Figure 1. Cells colored by class (run 1).
Scale: 4 px per um.
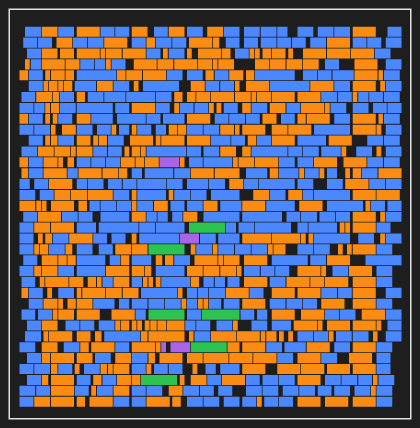
Figure 2. Signal wires on met1 (run 1).
Scale: 4 px per um. Supply wires on this layer in gray.
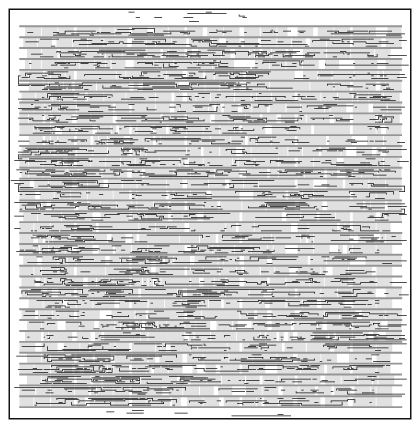
Figure 3. Local utilization (run 1).
Scale: 4 px per um. The die is cut into 10 by 10 equal tiles; dark blue is low, red is high, 0 to 100% covered.
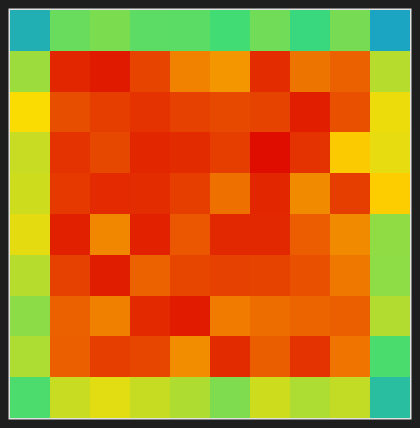
`config.mk`:
```
export PLATFORM = sky130hd
export DESIGN_NAME = dram_arbiter
export DESIGN_NICKNAME = d
export VERILOG_FILES = /design/src/rtl/dram_arbiter.sv
export SDC_FILE = /design/constraint.sdc
export NUM_CORES = 1
export LEC_CHECK = 0
export ABC_AREA = 1
export CORE_AREA = 2 2 98 100
export DETAILED_ROUTE_END_ITERATION = 7
export DIE_AREA = 0 0 100 102
export GPL_TIMING_DRIVEN = 0
export PLACE_DENSITY = 0.73
export SETUP_SLACK_MARGIN = 0.2
export SLEW_MARGIN = 20
export SYNTH_ARGS = -nofsm -noshare
export SYNTH_HDL_FRONTEND = slang
export SYNTH_SLANG_ARGS = --single-unit
```
`constraint.sdc`:
```
create_clock -name clk -period 1.45 [get_ports clk]
set_input_delay 0.29 -clock clk [delete_from_list [all_inputs] [get_ports clk]]
set_output_delay 0.29 -clock clk [all_outputs]
set_load 0.02 [all_outputs]
```
`src/rtl/dram_arbiter.sv`:
```
// Single-port Data RAM arbiter: pipeline port A (fixed priority) and debug port B (starvation guard).
// Optional alignment check is compiled in when DRAM_ARB_ALIGN_CHECK_EN is defined.
module dram_arbiter #(
    parameter int ADDR_W   = 12,
    parameter int MAX_WAIT = 4
) (
    input  logic              clk,
    input  logic              rst,
    input  logic              a_req,
    input  logic              a_we,
    input  logic [3:0]        a_sel,
    input  logic [ADDR_W-1:0] a_addr,
    input  logic [31:0]       a_wdata,
    output logic [31:0]       a_rdata,
    output logic              a_ack,
    output logic              a_stall,
    output logic              a_err,
    input  logic              b_valid,
    input  logic              b_we,
    input  logic [3:0]        b_sel,
    input  logic [ADDR_W-1:0] b_addr,
    input  logic [31:0]       b_wdata,
    output logic              b_ready,
    output logic [31:0]       b_rdata,
    output logic              b_rvalid,
    output logic              b_err,
    output logic              ram_ce_o,
    output logic              ram_we_o,
    output logic [3:0]        ram_sel_o,
    output logic [ADDR_W-1:0] ram_addr_o,
    output logic [31:0]       ram_wdata_o,
    input  logic [31:0]       ram_rdata_i
);
    localparam int CNT_W = $clog2(MAX_WAIT + 1);
    localparam logic [CNT_W-1:0] CNT_ONE = CNT_W'(1);
    localparam logic [CNT_W-1:0] CNT_MAX = CNT_W'(MAX_WAIT);

    typedef enum logic [1:0] {
        IDLE   = 2'd0,
        RESP_A = 2'd1,
        RESP_B = 2'd2
    } state_t;

`ifdef DRAM_ARB_ALIGN_CHECK_EN
    function automatic logic misaligned(input logic [3:0] sel, input logic [1:0] lsb);
        logic bad;
        bad = 1'b0;
        if (sel == 4'b0011) begin
            bad = lsb[0];
        end else if (sel == 4'b1111) begin
            bad = (lsb != 2'b00);
        end else begin
            bad = 1'b0;
        end
        return bad;
    endfunction
`endif

    state_t            state_r, state_nxt_s;
    logic [CNT_W-1:0]  wait_cnt_r, wait_cnt_nxt_s;
    logic              resp_we_r, resp_we_nxt_s;
    logic              resp_err_r, resp_err_nxt_s;
    logic              a_elig_s, b_elig_s, force_b_s;
    logic              grant_a_s, grant_b_s, mis_s;
    logic              win_we_s;
    logic [3:0]        win_sel_s;
    logic [ADDR_W-1:0] win_addr_s;
    logic [31:0]       win_wdata_s;

    // Grant decision and RAM command mux; a requester is never re-granted in its own ack cycle
    always_comb begin
        a_elig_s  = a_req && (state_r != RESP_A);
        b_elig_s  = b_valid && (state_r != RESP_B);
        force_b_s = (wait_cnt_r == CNT_MAX);
        grant_a_s = 1'b0;
        grant_b_s = 1'b0;
        if (b_elig_s && (!a_elig_s || force_b_s)) begin
            grant_b_s = 1'b1;
        end else if (a_elig_s) begin
            grant_a_s = 1'b1;
        end else begin
            grant_a_s = 1'b0;
            grant_b_s = 1'b0;
        end
        if (grant_b_s) begin
            win_we_s    = b_we;
            win_sel_s   = b_sel;
            win_addr_s  = b_addr;
            win_wdata_s = b_wdata;
        end else begin
            win_we_s    = a_we;
            win_sel_s   = a_sel;
            win_addr_s  = a_addr;
            win_wdata_s = a_wdata;
        end
`ifdef DRAM_ARB_ALIGN_CHECK_EN
        mis_s = (grant_a_s || grant_b_s) && misaligned(win_sel_s, win_addr_s[1:0]);
`else
        mis_s = 1'b0;
`endif
        ram_ce_o = (grant_a_s || grant_b_s) && !mis_s;
        if (ram_ce_o) begin
            ram_we_o    = win_we_s;
            ram_sel_o   = win_sel_s;
            ram_addr_o  = win_addr_s;
            ram_wdata_o = win_wdata_s;
        end else begin
            ram_we_o    = 1'b0;
            ram_sel_o   = 4'b0000;
            ram_addr_o  = {ADDR_W{1'b0}};
            ram_wdata_o = 32'd0;
        end
        b_ready = grant_b_s;
        a_stall = a_req && !a_ack;
    end

    // Next response owner and B starvation counter
    always_comb begin
        state_nxt_s    = IDLE;
        resp_we_nxt_s  = 1'b0;
        resp_err_nxt_s = 1'b0;
        wait_cnt_nxt_s = {CNT_W{1'b0}};
        if (grant_a_s) begin
            state_nxt_s    = RESP_A;
            resp_we_nxt_s  = win_we_s;
            resp_err_nxt_s = mis_s;
        end else if (grant_b_s) begin
            state_nxt_s    = RESP_B;
            resp_we_nxt_s  = win_we_s;
            resp_err_nxt_s = mis_s;
        end else begin
            state_nxt_s = IDLE;
        end
        if (b_valid && !grant_b_s) begin
            wait_cnt_nxt_s = force_b_s ? CNT_MAX : (wait_cnt_r + CNT_ONE);
        end else begin
            wait_cnt_nxt_s = {CNT_W{1'b0}};
        end
    end

    // State and response-attribute registers
    always_ff @(posedge clk or negedge rst) begin
        if (!rst) begin
            state_r    <= IDLE;
            wait_cnt_r <= {CNT_W{1'b0}};
            resp_we_r  <= 1'b0;
            resp_err_r <= 1'b0;
        end else begin
            state_r    <= state_nxt_s;
            wait_cnt_r <= wait_cnt_nxt_s;
            resp_we_r  <= resp_we_nxt_s;
            resp_err_r <= resp_err_nxt_s;
        end
    end

    // Response decode: read data arrives from the RAM in the owner's response cycle
    always_comb begin
        a_ack    = 1'b0;
        a_err    = 1'b0;
        a_rdata  = 32'd0;
        b_rvalid = 1'b0;
        b_err    = 1'b0;
        b_rdata  = 32'd0;
        case (state_r)
            RESP_A: begin
                a_ack   = 1'b1;
                a_err   = resp_err_r;
                a_rdata = (resp_we_r || resp_err_r) ? 32'd0 : ram_rdata_i;
            end
            RESP_B: begin
                b_rvalid = 1'b1;
                b_err    = resp_err_r;
                b_rdata  = (resp_we_r || resp_err_r) ? 32'd0 : ram_rdata_i;
            end
            default: begin
                a_ack    = 1'b0;
                b_rvalid = 1'b0;
            end
        endcase
    end
endmodule

```
==> summary.txt, run 1 <==
Top_reg_cell synth -> dfrtp_1
Largest net degree at the start of global routing -> 12
Core box area -> 9110 sq um
Dpl cells -> 780
Init Core Util -> 0.220
Top area cell types -> inv_1, nor3_1, nand3_1, a21oi_1, nand2_1
Worst-path maximum fanout -> 8
PwrDens -> 624 nW/um^2
CTS Buf Count -> 3
Post-Synthesis Cells -> 417
HPWL Detailed -> 9.66 mm
Final setup viols -> 124
Fillers -> 347
Drt first pass iters -> 4
Fraction of layout instances using a drive strength above 1 -> 0.658
Register share after synthesis -> 0.0750
I/O pins -> 254
Tcrit/Tclk final -> 1.47
Layout Cells excl Fill -> 863
Flop area -> 151 sq um
Die area -> 10200 sq um
Worst setup endpoint -> ram_wdata_o[24]
Most frequent cells in the layout -> buf_6, clkdlybuf4s50_1, inv_1, nor3_4, a21oi_4
Log Warnings -> 30
Ys flops -> 6
Area of the multi-input gates -> 3270 sq um
Area Growth Syn to Fin -> 317%
Hold Path Class -> primary input to asynchronous set/reset pin
Routed WL -> 18.1 mm
Worst VDD drop -> 0.000378 V
Most frequent logic cell in the layout -> buf_6
Worst path arrival time -> 1.84 ns
Hold_buf cts -> 0
Area leader share -> 0.165
Vias -> 4394
Die height -> 102 um
Gr usage total -> 0.289
Violated checks -> setup timing
Initial drt markers -> 158
FFs w/ async S/R, synth -> 1.00
Residual DRC count -> 0
Max Root-Sink Buffers -> 2
Pint -> 0.00271 W
Pins Over Slew Limit -> 0
Logic pwr share -> 0.904
Area leader, netlist -> inv_1
CTS tree -> yes
GP Congestion -> 0.817
Tot Pwr -> 0.00521 W
Max Clk Rate -> 0.469 GHz
Chip Width -> 100 um
Root buffer cell -> clkbuf_8
Reg power frac -> 0.040
Switching pwr -> 0.00249 W
Num rows -> 35
Port bufs -> 251
Fin worst setup slack -> -0.682 ns
Clk Latency, worst-skew pair -> 0.24 ns
Vias in the first global route -> 4388
Net Sw Frac -> 0.479
Clock H-tree levels -> 1
Fin. Hold Viols -> 0
Max-cap violations -> 0
Worst setup EP type -> output port
Run status -> finished, violations left
CTS Sinks -> 6
Clk pwr share -> 0.056
Nets -> 889
Total gr overflow -> 0
Back to the opening pictures, Figure 1:
green -> flops  # cells 6
purple -> clock drivers and dummy loads  # cells 4
blue -> other buffers and delay cells  # cells 370
orange -> combinational and other logic  # cells 372

Back to the opening pictures, Figure 2:
wire length on this layer = 6150 um
nets with wire on the layer = 775

Back to the opening pictures, Figure 3:
fullest tile = 99%
mean over tiles = 81%
densest ninth of the die = center
tiles over 75% full = 65%

==> run 1: power groups by stage <==
stage          registers (W)  logic, W  clock network, W
2_1_floorplan       0.000202   0.00203                 0
3_3_place_gp        0.000204   0.00321                 0
3_5_place_dp        0.000205   0.00324                 0
4_1_cts             0.000207   0.00423          0.000276
5_1_grt             0.000208   0.00490          0.000302
6_report            0.000207   0.00471          0.000293
==> run 1: repair_timing <==
item | in CTS | in global routing
resized | 856 | 107
pin swaps | 34 | 34
gates cloned | 13 | 3
endpoints found under the setup margin | 124 | 124
hold endpoints to repair | 0 | 0
buffers inserted | 46 | 17
==> run 1: critical path, cell delays in order, from the launching register on <==
cell,delay (ns)
dfrtp_1,0.38
inv_2,0.07
ha_4,0.16
nand2_4,0.07
nand3_4,0.12
buf_12,0.20
buf_12,0.13
buf_16,0.14
a21oi_4,0.14
nor2_4,0.05
buf_6,0.12
==> run 1: synth_stat cells, types with 2 or more instances <==
library cell  count
buf_1             2
ha_1              2
inv_2             3
nand2_1          57
a21oi_1          48
inv_1            88
nor3_1           64
nor2_1           53
buf_4             8
nand3_1          49
clkbuf_1         18
buf_2            11
dfrtp_1           6
==> run 1: state kept, by name, indices dropped and copies added, names as in the netlist <==
signal      count
resp_we_r       1
state_r         2
wait_cnt_r      3
==> run 1: cell families after synthesis <==
logic type      share of synthesized area
compound gates                      0.136
fa+ha+maj                          0.0125
buf+inv                             0.271
flops                              0.0750
other cells                       0.00187
simple gates                        0.503
==> run 1: final cells by class <==
class / instances / share of cell area
Clock buffer: 4 / 0.00540
Timing Repair Buffer: 330 / 0.439
Sequential cell: 6 / 0.0181
Tap cell: 111 / 0.0166
Buffer: 40 / 0.0861
Inverter: 91 / 0.0424
Multi-Input combinational cell: 281 / 0.392
==> run 1: per-stage QoR <==
stage	setup TNS, ns	utilization	area [sq um]	setup slack (ns)
final	-59.00	0.916	8350	-0.682
after CTS	-49.27	0.863	7860	-0.710
after global placement	-94.35	0.685	6240	-1.25
after global routing	-65.78	0.916	8350	-0.741
after detailed placement	-95.68	0.685	6240	-1.26
after floorplan	-5.27	-	3580	-0.125
==> run 1: worst min path at each step <==
| stage | start | endpoint | slack (ns) | depth (start not counted) |
|---|---|---|---|---|
| after CTS | rst | resp_we_r$_DFF_PN0_ | 0.32 | 1 |
| after global routing | rst | wait_cnt_r[1]$_DFF_PN0_ | 0.33 | 1 |
| after global placement | wait_cnt_r[0]$_DFF_PN0_ | wait_cnt_r[0]$_DFF_PN0_ | 0.52 | 3 |
| final | rst | wait_cnt_r[1]$_DFF_PN0_ | 0.31 | 1 |
| after floorplan | rst | resp_we_r$_DFF_PN0_ | -0.006 | 0 |
| after detailed placement | rst | resp_we_r$_DFF_PN0_ | 0.56 | 1 |
==> run 1: per-layer routing <==
| metal | global-route usage | routed length [um] | vias up |
|---|---|---|---|
| li1 | - | - | 1978 |
| met1 | 0.300 | 6150 | 2096 |
| met2 | 0.589 | 9860 | 254 |
| met3 | 0.0445 | 1260 | 66 |
| met4 | 0.0969 | 879 | 0 |
| met5 | 0 | 0 | - |
==> run 1 -> run 2 <==
--- a/config.mk
+++ b/config.mk
@@ -10,6 +10,7 @@
 export DETAILED_ROUTE_END_ITERATION = 7
 export DIE_AREA = 0 0 100 102
 export GPL_TIMING_DRIVEN = 0
+export HOLD_SLACK_MARGIN = 0.12
 export PLACE_DENSITY = 0.73
 export SETUP_SLACK_MARGIN = 0.2
 export SLEW_MARGIN = 20
Figure 4. Signal wires on met1 (run 2).
Scale: 4 px per um. Supply wires on this layer in gray.
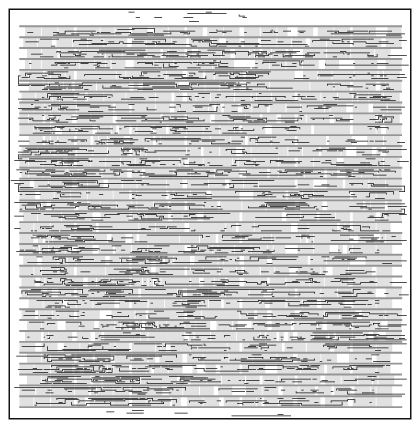
nets with wire on the layer = 775
share of all routed wire = 34%
main direction = horizontal
wire length on this layer = 6150 um

Figure 5. Cells colored by class (run 2).
Scale: 4 px per um.
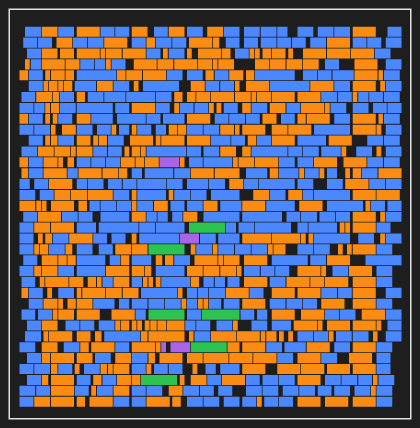
blue -> other buffers and delay cells  # cells 370
orange -> combinational and other logic  # cells 372
green -> flops  # cells 6
purple -> clock drivers and dummy loads  # cells 4

==> run 2 against run 1 <==
Effect of this change:
- the run still ends with setup timing left
- count of clock-buffer cells in the layout unchanged
- worst hold slack unchanged
- synthesized cell count unchanged
- critical endpoint unchanged
- largest cell class unchanged
==> summary.txt, run 2 <==
Port bufs -> 251
PwrDens -> 624 nW/um^2
Antenna-violating nets left -> 0
Cell Area, Synth -> 2000 sq um
Fin worst setup slack -> -0.682 ns
Pins Over Slew Limit -> 0
Run status -> finished, violations left
Clock H-tree levels -> 1
Log Warnings -> 30
Top area cell types -> inv_1, nor3_1, nand3_1, a21oi_1, nand2_1
CP max stage cell -> dfrtp_1
Hold Path Class -> primary input to asynchronous set/reset pin
Drt first pass iters -> 4
Gr usage total -> 0.289
Post-Syn Area per Cell -> 4.80 sq um
Crit-path cells -> inv_2, ha_4, nand2_4, nand3_4, buf_12, buf_12, buf_16, a21oi_4, nor2_4, buf_6
Area Growth Syn to Fin -> 317%
Top_reg_cell synth -> dfrtp_1
Vias per cell -> 5.09
Total gr overflow -> 0
Ys cells -> 417
Synth top cell by count -> inv_1
Vias -> 4394
Setup_tns -> -59.00 ns
Post-route cell area -> 8350 sq um
Slowest stage delay, CP -> 0.38 ns
Worst path arrival time -> 1.84 ns
Max FFs per register -> 3
Startpoint types -> flip-flop
Nets -> 889
Init Core Util -> 0.220
Chip Area, Yosys -> 2000 sq um
Hold_buf cts -> 0
Fin. Hold Viols -> 0
HPWL Detailed -> 9.66 mm
Worst reg-to-reg setup slack -> -0.30 ns
FFs w/ async S/R, synth -> 1.00
Area leader share -> 0.165
Max Clk Rate -> 0.469 GHz
Ys flops -> 6
Unrepaired setup endpoints after global routing -> true
Clk pin slew, worst setup/hold paths -> 0.04 ns
Post-Synthesis Cells -> 417
Max-cap violations -> 0
Biggest register -> wait_cnt_r
CTS tree -> yes
Ant diodes -> 0
Core Util, Final -> 0.916
Most frequent cells in the layout -> buf_6, clkdlybuf4s50_1, inv_1, nor3_4, a21oi_4
Die area -> 10200 sq um
Violated checks -> setup timing
Register share after synthesis -> 0.0750
Critical path data required time -> 1.16 ns
Die height -> 102 um
Tcrit/Tclk final -> 1.47
Fraction of layout instances using a drive strength above 1 -> 0.658
Fillers -> 347
Antenna violations before repair -> 0
Clk Latency, worst-skew pair -> 0.24 ns
WHS -> 0.312 ns
Largest net degree at the start of global routing -> 12
Residual DRC count -> 0
Max Root-Sink Buffers -> 2
Routed WL -> 18.1 mm
GP Congestion -> 0.817
CTS Buf Count -> 3
Area leader, netlist -> inv_1
Worst-path maximum fanout -> 8
Ys Warns -> 0
Chip Width -> 100 um
CTS Sinks -> 6
Most frequent logic cell in the layout -> buf_6
I/O pins -> 254
Placed Area -> 6240 sq um
Crit-path most repeated cell -> buf_12
Num rows -> 35
First-pass GRT wire length -> 23.2 mm
Setup CP Type -> flip-flop to output port
Vias in the first global route -> 4388
Initial drt markers -> 158
Worst setup EP type -> output port
Period minus WS final -> 2.13 ns
Final setup viols -> 124
Root buffer cell -> clkbuf_8
DR WL/cell -> 21.0 um
Worst VDD drop -> 0.000378 V
Top cells by count, synth -> inv_1, nor3_1, nand2_1
Core box area -> 9110 sq um
Leading registers by flop count -> wait_cnt_r: 3 flops, state_r: 2 flops, resp_we_r: 1 flops
Distinct lib cells -> 21
-- run 2: cell type report --
cell class                      count  area [sq um]  area share
Timing Repair Buffer              330          3660       0.439
Multi-Input combinational cell    281          3270       0.392
Sequential cell                     6           151      0.0181
Buffer                             40           718      0.0861
Tap cell                          111           139      0.0166
Clock buffer                        4          45.0     0.00540
Inverter                           91           354      0.0424
-- run 2: path summary, 6_finish.rpt --
check | startpoint | endpoint | cells after the start
max in group asynchronous | rst | state_r[0]$_DFF_PN0_ | 1
min in group clk | b_valid | wait_cnt_r[2]$_DFF_PN0_ | 3
setup reg to reg | wait_cnt_r[0]$_DFF_PN0_ | wait_cnt_r[2]$_DFF_PN0_ | 12
setup / recovery | wait_cnt_r[0]$_DFF_PN0_ | ram_wdata_o[24] | 10
hold reg to reg | state_r[0]$_DFF_PN0_ | state_r[0]$_DFF_PN0_ | 3
hold / removal | rst | wait_cnt_r[1]$_DFF_PN0_ | 1
-- run 2: metal layers --
layer	vias up	GRT usage	part of all wire
li1	1978	-	-
met1	2096	0.300	0.34
met2	254	0.589	0.54
met3	66	0.0445	0.069
met4	0	0.0969	0.048
met5	-	0	0
-- run 2: through the flow --
stage	cells	setup slack (ns)	power [W]
after CTS	843	-0.710	0.00471
final	863	-0.682	0.00521
after floorplan	418	-0.125	0.00223
after global placement	780	-1.25	0.00341
after global routing	863	-0.741	0.00541
after detailed placement	780	-1.26	0.00345
-- run 2: power breakdown --
group	switching, W	internal [W]
logic	0.00237	0.00234
clock network	0.000102	0.000192
registers	0.0000201	0.000186
total	0.00249	0.00271
-- run 2: kinds of logic after synthesis --
| kind of cell | synth area share |
|---|---|
| other | 0.00187 |
| and+or+nand+nor | 0.503 |
| adders and majority gates | 0.0125 |
| AOI/OAI and AO/OA | 0.136 |
| DFF | 0.0750 |
| buffers and inverters | 0.271 |
-- run 2: timing repair --
| action | in CTS | in global routing |
|---|---|---|
| endpoints found under the setup margin | 124 | 124 |
| pin swaps | 34 | 34 |
| gates resized | 856 | 107 |
| setup buffers | 46 | 17 |
| gates cloned | 13 | 3 |
-- run 2: critical path: cells and delay by family, from the launching register on --
| family | cells | cell delay, ns |
|---|---|---|
| compound gates | 1 | 0.14 |
| simple gates | 3 | 0.24 |
| flops | 1 | 0.38 |
| fa+ha+maj | 1 | 0.16 |
| buf+inv | 5 | 0.66 |
==> run 2 -> run 3 <==
--- a/config.mk
+++ b/config.mk
@@ -6,12 +6,13 @@
 export NUM_CORES = 1
 export LEC_CHECK = 0
 export ABC_AREA = 1
-export CORE_AREA = 2 2 98 100
+export CORE_AREA = 2 2 100 102
 export DETAILED_ROUTE_END_ITERATION = 7
-export DIE_AREA = 0 0 100 102
+export DIE_AREA = 0 0 102 104
 export GPL_TIMING_DRIVEN = 0
 export HOLD_SLACK_MARGIN = 0.12
-export PLACE_DENSITY = 0.73
+export PLACE_DENSITY = 0.67
+export REMOVE_ABC_BUFFERS = 1
 export SETUP_SLACK_MARGIN = 0.2
 export SLEW_MARGIN = 20
 export SYNTH_ARGS = -nofsm -noshare
==> constraint.sdc (replaced) <==
create_clock -name clk -period 2.8 [get_ports clk]
set_input_delay 0.56 -clock clk [delete_from_list [all_inputs] [get_ports clk]]
set_output_delay 0.56 -clock clk [all_outputs]
set_load 0.02 [all_outputs]
==> run 3 against run 2 <==
Effect of this change:
- critical path type unchanged
- worst setup slack gained 0.92 ns
- the flow now finishes without violations
- global-route usage decreased by 9.4 points
- via count fell by 20%
- synthesized area did not move
- critical path depth fell by 2
- critical endpoint is now ram_wdata_o[19]
- largest cell class unchanged
- clock power fell by 54%
- sequential power shrank 41%
==> summary.txt, run 3 <==
Run status -> completed
Clk pin slew, worst setup/hold paths -> 0.04 ns
Flop area -> 153 sq um
Antenna violations before repair -> 0
Chip Area, Yosys -> 2000 sq um
Area of the multi-input gates -> 1410 sq um
Worst path arrival time -> 2.00 ns
Root buffer cell -> clkbuf_8
Drt first pass iters -> 4
Total gr overflow -> 0
Critical path data required time -> 2.24 ns
Top area cell types -> inv_1, nor3_1, nand3_1, a21oi_1, nand2_1
Vias in the first global route -> 3428
Ant diodes -> 0
Cell Area, Synth -> 2000 sq um
Core Util, Final -> 0.520
Gr usage total -> 0.195
CTS Sinks -> 6
Setup CP Type -> flip-flop to output port
Post-Synthesis Cells -> 417
Ys Warns -> 0
Crit Reg-Reg Startpoint -> wait_cnt_r[0]$_DFF_PN0_
Top_reg_cell synth -> dfrtp_1
Pins Over Slew Limit -> 0
Worst R2R Path Depth -> 9
Worst-path maximum fanout -> 27
Met3 WL post-DR -> 1.01 mm
FFs w/ async S/R, synth -> 1.00
Slowest stage delay, CP -> 0.43 ns
Fillers -> 954
Ys cells -> 417
Crit-path cells -> inv_4, nor2_4, buf_4, o21ai_4, buf_16, nand2_1, nor2_1, dlygate4sd2_1
Max-cap violations -> 0
Vias per cell -> 4.47
Top layer used by detailed routing -> met4
Chip Width -> 102 um
Top cells by count, synth -> inv_1, nor3_1, nand2_1
Port bufs -> 251
Unrepaired setup endpoints after global routing -> true
DR WL/cell -> 14.3 um
First-pass GRT wire length -> 16.9 mm
Max Root-Sink Buffers -> 2
GP Congestion -> 0.813
Mux cell area share -> 0
Dpl cells -> 768
WL met1 -> 4.06 mm
Distinct lib cells -> 21
Worst setup EP type -> output port
Register share after synthesis -> 0.0750
Simple-gate share of the synthesized area -> 0.503
Biggest register -> wait_cnt_r
WL met2 -> 6.00 mm
Xor/xnor share -> 0
Antenna-violating nets left -> 0
Log Warnings -> 28
Tcrit/Tclk final -> 0.916
Min-Delay Path Depth -> 3
Die area -> 10600 sq um
Num rows -> 36
CTS tree -> yes
Top comb family, area -> simple AND/OR/NAND/NOR gates
Fin. Hold Viols -> 0
Area Growth Syn to Fin -> 148%
Clock H-tree levels -> 1
Period minus WS final -> 2.56 ns
Reg2reg end -> resp_we_r$_DFF_PN0_
Hold_buf cts -> 0
Final setup viols -> 0
PwrDens -> 297 nW/um^2
HPWL Detailed -> 8.11 mm
Area leader, netlist -> inv_1
Worst reg-to-reg setup slack -> 1.29 ns
Leading registers by flop count -> wait_cnt_r: 3 flops, state_r: 2 flops, resp_we_r: 1 flops
Routed WL -> 11.3 mm
Worst Hold End -> wait_cnt_r[0]$_DFF_PN0_
Min-delay src -> wait_cnt_r[0]$_DFF_PN0_
Residual DRC count -> 0
Startpoint types -> flip-flop
Core box area -> 9550 sq um
Fraction of layout instances using a drive strength above 1 -> 0.123
Placed Area -> 4650 sq um
Worst VDD drop -> 0.000147 V
Post-Syn Area per Cell -> 4.80 sq um
Layout Cells excl Fill -> 791
CTS Buf Count -> 3
Nets -> 795
Vias -> 3536
Crit-path leading delay family -> buffers and inverters
Worst Path Buf+Inv -> 4
Synth top cell by count -> inv_1
WHS -> 0.555 ns
CP max stage cell -> dfrtp_1
Max FFs per register -> 3
Largest net degree at the start of global routing -> 40
Ys flops -> 6
Tot Pwr -> 0.00147 W
AO/OA Area Share -> 0.136
I/O pins -> 254
Post-route cell area -> 4970 sq um
Most frequent cells in the layout -> clkdlybuf4s50_1, inv_1, nor3_1, nand2_1, nor2_1
==> run 3: cell counts after synthesis <==
Identical to the previous run, type by type.
==> run 3: metal layers <==
metal / vias up / GRT usage
met5: - / 0
met2: 179 / 0.384
met1: 1559 / 0.202
li1: 1784 / -
met3: 14 / 0.0390
met4: 0 / 0.0552
==> run 3: tightest hold or removal path, delay by kind of cell (launching register included) <==
kind                   cells  cell delay, ns
flip-flops                 1            0.35
AND/OR/NAND/NOR            2            0.10
buffers and inverters      1            0.06
==> run 3: worst max-delay path by stage <==
stage	startpoint	endpoint	cells after the start
global route	state_r[1]$_DFF_PN0_	ram_wdata_o[19]	8
global placement	b_valid	ram_we_o	8
finish	state_r[1]$_DFF_PN0_	ram_wdata_o[19]	8
CTS	state_r[0]$_DFF_PN0_	ram_wdata_o[19]	7
detailed placement	b_valid	ram_wdata_o[12]	7
floorplan	b_valid	ram_we_o	6
==> run 3: cells by family (layout without fill, tap and decap cells) <==
family / after synthesis / after routing
compound gates: 51 / 52
fa+ha+maj: 2 / 2
buf+inv: 131 / 367
flops: 6 / 6
other cells: 1 / 2
simple gates: 226 / 229
==> run 3: where the power goes <==
group	switching (W)	internal (W)	total (W)	leakage, nW
combinational	0.000642	0.000575	0.00122	2.70
sequential	0.0000249	0.0000968	0.000122	0.0759
clock	0.0000377	0.0000980	0.000136	0.0228
==> run 3: metrics by stage <==
step | setup WS (ns) | setup TNS [ns]
2_1_floorplan | -0.295 | -6.21
3_3_place_gp | -1.75 | -83.26
3_5_place_dp | -0.602 | -24.04
4_1_cts | 0.177 | 0
5_1_grt | 0.152 | 0
6_report | 0.236 | 0
==> run 3: final cells by class <==
cell class,instances,share of cell area
timing repair buffer,271,0.571
clock buffer,4,0.00907
tap,133,0.0335
timing repair inverter,1,0.00151
inverter,91,0.0705
sequential,6,0.0307
multi-input combinational,285,0.283
==> run 3: repair_timing <==
action	in CTS	in global routing
pin swaps	3	0
buffers inserted	10	1
setup endpoints to repair	83	59
resized	174	29
cloned	7	1
Figure 6. Local utilization (run 3).
Scale: 4 px per um. The die is cut into 10 by 10 equal tiles; dark blue is low, red is high, 0 to 100% covered.
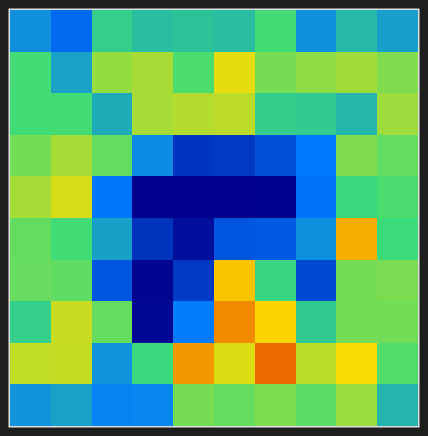
tiles over 75% full = 6.0%
mean over tiles = 45%
fullest tile = 88%
emptiest ninth of the die = center

Figure 7. Wires at chosen ports, followed through buffers (run 3).
Scale: 3 px per um.
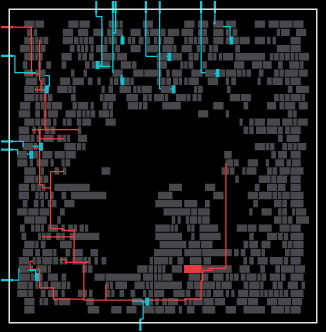
cyan -> b_addr  # direction input, edge 7 north, 4 west, 1 south, end cells 12, buffers 12, wire 198 um
red -> ram_ce_o  # direction output, edge west, end cells 1, buffers 2, wire 324 um

Power and IR drop assume default switching activity.
